### Clock wires, drivers and flops, run 1

Scale bar: 20 um.
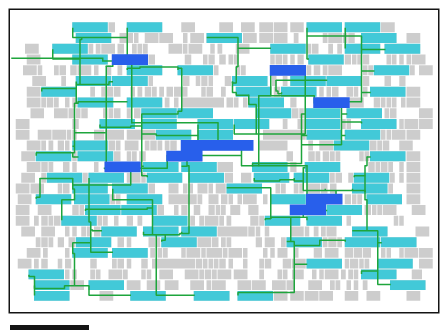
### Signal wires by layer, run 1

Scale bar: 20 um.
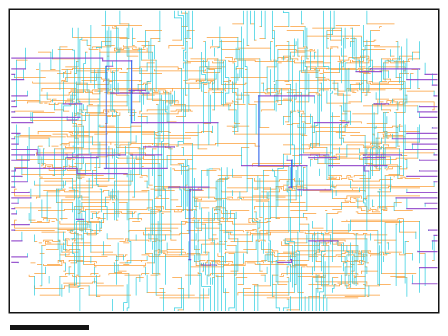
### Clock nets, run 1

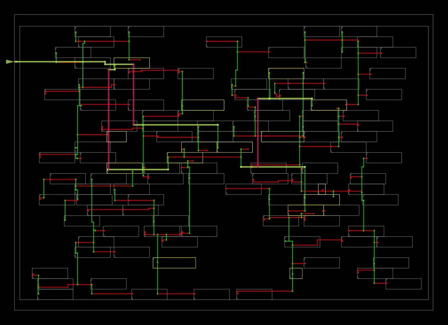
### Ports around the boundary, run 1

Pins as bars across the die edge, other pins in gray.
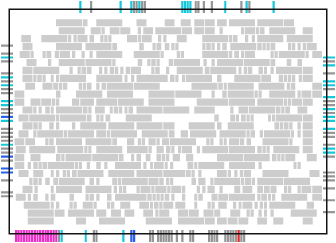
Design cmd_scheduler, sky130hd; sources not shown.
==> flow_summary.yaml, run 1 <==
# flow metrics
floorplanning:
  core_area_um2: 7480
  dieArea_um2: 8290
  io_pins: 127
power_and_ir_drop:
  vdd_drop_max_uv: 563
  p_per_area_nw_per_um2: 1160
  power_leakage_nw: 2.86
logic_synthesis:
  ys_seq_share_pct: 61.3
  syn_nets: 515
  top_area_cell: "dfrtp_1"
  ys_top_cells_by_area: "dfrtp_1 (61%), nand2_1 (14%), o21ai_0 (5.8%), inv_1 (5.3%), nand3_1 (5.3%)"
  ys_types: 20
  syn-instance-count: 444
  synthesis.area_per_instance_um2: 8.92
sta:
  finalCritPeriodShare_pct: 93.5
  setup_violations: 0
  drv_slew: 0
  rsz0062_at_grt: "no"
  fin_crit_ps: 2060
  slew_headroom_pct: 55.8
worst_setup_path:
  crit_type: "reg -> out"
  critPathLaunchType: "register"
  r2r_cells: 5
  critPathMaxFanout: 5
finish:
  nNetsFinal: 625
  lay_top_count: "nand2_1"
  final_cell_mix: "nand2_1 (153), clkdlybuf4s50_1 (107), dfrtp_1 (97)"
  num_antenna_cells: 0
grt:
  grt-ovfl-total: 0
  met3_usage_pct: 5.22
  grt_pass1_wl_um: 15100
  met2_usage_pct: 36.3
  antenna_found_initial: 0
  grt_use_met1_pct: 33.7
  grt.busiest_layer: "met2"
  grt_max_degree: 53
clock_network:
  cts_resized: 0
  cts_root_buf: "clkbuf_16"
  postCtsSetupBuffers: 0
placement:
  place_ws_ps: 162
flow_run:
  warning_count: 43
outcome:
  status: "completed"
worst_hold_path:
  min_path_type: "in -> async"
drt:
  postRouteAntennaNets: 0
  drc: 0
  drtIter0Drc: 215
  vias_per_cell: 5.01
Back to the opening pictures, 'Clock wires, drivers and flops':
[flip-flops] cyan | count: 97
[clock wires] green | length: 1060 um
[clock-net drivers] blue | count: 9
routed clock nets	10
clock-net power: 1.77 mW
clock skew: 6.79 ps

Back to the opening pictures, 'Signal wires by layer':
layer	color	wire length
M1	orange	4140 um
M3	purple	534 um
M4	blue	83.6 um
M2	cyan	4240 um
gr usage total: 24.2%
routed wire length: 9000 um
drt wl/cell: 13.7 um
routed via count: 3289

Back to the opening pictures, 'Clock nets':
clock buf count: 10
CTS Buf Count: 9
Seq cells: 97
Clock Latency Late Sink: 330 ps
clock sink count: 97

Back to the opening pictures, 'Ports around the boundary':
port	color	pins	direction	edge
end_bit_err_i	red	1	input	bottom
cmd_o	blue	6	output	4 left, 2 bottom
cmd_arg_o	cyan	32	output	11 right, 11 top, 7 left, 3 bottom
blk_cnt_i	magenta	16	input	bottom
all pins by edge	48 bottom, 30 left, 27 right, 22 top
IO Port Bufs: 108
Die Wd: 108 um
Die Y: 76.5 um

[run 1: per-layer routing]
| metal | part of all wire [%] | wire (um) |
|---|---|---|
| met2 | 47 | 4240 |
| met4 | 0.92 | 83 |
| met5 | 0 | 0 |
| met1 | 46 | 4140 |
| met3 | 5.9 | 534 |
[run 1: cells in the mapped netlist]
cell	number
nand3_1	42
dfrtp_1	97
nor2_4	2
nand4_2	1
o22ai_1	1
nand4_1	8
conb_1	1
a21oi_1	1
nor3_1	1
buf_2	5
nand2_2	1
nand2_1	153
o21ai_0	46
clkbuf_1	4
inv_1	56
clkbuf_2	3
nor2_1	10
buf_4	6
inv_2	1
buf_6	5
[run 1: worst max-delay path: cells and delay by family (launching register included)]
kind	cells	cell delay [ps]
buffers and inverters	2	560
DFF	1	440
and+or+nand+nor	2	290
[run 1: report_power, final]
group          total [mW]  switching (mW)  internal (mW)
clock                1.77           0.636           1.14
combinational        1.79           0.803          0.982
sequential           2.85           0.405           2.44
[run 1: logic make-up after synthesis]
family                 count (synthesis)  share of synthesized area, %
and+or+nand+nor                      218                          23.2
other                                  1                        0.0947
AOI/OAI and AO/OA                     48                          6.10
buffers and inverters                 80                          9.35
DFF                                   97                          61.3
[run 1: metrics by stage]
step	hold WS, ps	std cells	util, %	area [um2]
5_1_grt	192	656	73.5	5500
6_report	143	656	73.5	5500
4_1_cts	163	656	73.5	5500
2_1_floorplan	144	444	-	3960
3_5_place_dp	457	641	68.9	5160
3_3_place_gp	458	641	68.9	5160
[run 1: final cells by class]
type / instances / area [um2]
inverters: 57 / 214
clock buffers: 10 / 239
clock inverters: 5 / 104
repair buffers: 122 / 1220
multi-input cells: 267 / 1170
fillers: 554 / 1980
well taps: 98 / 123
flip-flops and latches: 97 / 2430
==> run 1 -> run 2 <==
Settings changed: CORE_UTILIZATION 50 to 46.
Clock period 2.2 ns to 1.93 ns, I/O delays scaled along.
### Sequential cells grouped by signal name, run 2

Other sequential cells in the stronger gray, the rest of the logic in the fainter gray.
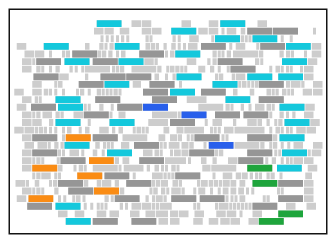
signal	color	sequential cells
sw_cmd_q	orange	6
cmd_arg_o	cyan	32
sw_err_o	green	4
rsp_type_o	blue	3
not colored	52
Seq power: 3.23 mW
Reg area: 2430 um2
Finished Core Util: 67.8%
fraction of area in registers: 44.1%

### Clock wires, drivers and flops, run 2

Scale bar: 20 um.
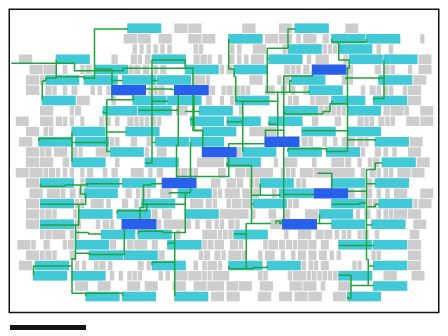
[flip-flops] cyan | count: 97
[clock-net drivers] blue | count: 9
[clock wires] green | length: 1070 um
flops lie	spread over the die
Clock Latency Late Sink: 340 ps
Clock power frac: 25.0%
clock skew: 5.96 ps

==> run 2 against run 1 <==
Against the previous run: total power up 10%; core utilization decreased by 5.7 points; non-clock buffer count increased by 3; via count shrank 2.5%; largest power group unchanged; clock skew shrank 0.83 ps; final area is essentially flat; die area up 8.5%; hold slack lost 130 ps; first-iteration DRC count decreased by 16%; clock power barely moved; register-to-register slack worse by 360 ps.
==> flow_summary.yaml, run 2 <==
# flow metrics
sta:
  drv_slew: 0
  slew_headroom_pct: 66.1
  fin_crit_ps: 1840
outcome:
  status: "completed"
finish:
  stdcell_area_um2: 5500
  num_antenna_cells: 0
  num-fill-cells: 662
logic_synthesis:
  edf_count: 0
  top_cell: "nand2_1"
  syn_nets: 515
  ys_top_cells_by_count: "nand2_1 (153), dfrtp_1 (97), inv_1 (56)"
  ys_top_cells_by_area: "dfrtp_1 (61%), nand2_1 (14%), o21ai_0 (5.8%), inv_1 (5.3%), nand3_1 (5.3%)"
  ff_type: "dfrtp_1"
  top_area_cell: "dfrtp_1"
  async_flop_share_pct: 100
grt:
  met2_usage_pct: 33.5
  grt_pass1_wl_um: 14500
  grt.busiest_layer: "met2"
  grt_use_met1_pct: 28.2
  grt-ovfl-total: 0
  met3_usage_pct: 5.77
floorplanning:
  io_pins: 127
  dieArea_um2: 8990
  die_height_um: 79.6
  core_area_um2: 8110
worst_setup_path:
  critPathLaunchType: "register"
  critPathMaxFanout: 5
  r2r_cells: 9
clock_network:
  cts_root_buf: "clkbuf_16"
  cts.sinks: 97
drt:
  drc: 0
  routed_wl_um: 8880
  routedWlPerCell_um: 13.4
  vias_per_cell: 4.84
  postRouteAntennaNets: 0
power_and_ir_drop:
  p_per_area_nw_per_um2: 1290
  power_leakage_nw: 2.87
placement:
  numPortBuffers: 108
-- run 2: stage by stage --
stage                     hold slack [ps]  setup slack (ps)  instances  utilization, %
after CTS                            32.8              15.5        662            67.7
after detailed placement              390              75.4        643            63.7
after global placement                389               107        643            63.7
after floorplan                      90.4               710        444               -
final                                15.6              91.8        663            67.8
after global routing                 53.1              7.11        663            67.8
-- run 2: per-layer routing --
layer	vias to the layer above	wire (um)
met4	0	91
met1	1495	4240
met3	10	540
met2	101	4010
li1	1601	-
met5	-	0
-- run 2: kinds of logic (layout without fill, tap and decap cells) --
kind of cell	Yosys count	count (layout)	share of synthesized area, %
buffers and inverters	80	198	9.35
other	1	1	0.0947
AOI/OAI and AO/OA	48	48	6.10
DFF	97	97	61.3
and+or+nand+nor	218	218	23.2
-- run 2: layout make-up --
class	count	area, um2	area share, %
Tap cell	101	126	2.30
Inverter	57	214	3.89
Timing Repair Buffer	125	1260	22.9
Sequential cell	97	2430	44.1
Clock buffer	11	233	4.23
Clock inverter	5	63.8	1.16
Multi-Input combinational cell	267	1170	21.4
-- run 2: where the power goes --
group | leakage (nW) | internal (mW) | switching (mW) | total [mW]
combinational | 1.48 | 1.15 | 0.925 | 2.07
sequential | 1.25 | 2.78 | 0.447 | 3.23
clock | 0.141 | 1.02 | 0.755 | 1.77
total | 2.87 | 4.95 | 2.13 | 7.07
-- run 2: what timing repair did --
| action | 4_1_cts | 5_1_grt |
|---|---|---|
| endpoints found under the setup margin | 3 | 3 |
| setup buffers | 3 | 1 |
| pin swaps | 1 | 0 |
| resized | 3 | 2 |
| hold endpoints to repair | 0 | 0 |
-- run 2: critical path, cell delays in order, from the launching register on --
cell             delay (ps)
dfrtp_1                 430
inv_1                    80
nor2_1                  110
clkdlybuf4s50_1         500
No activity file was given, so power comes from the tool's default toggle rates.
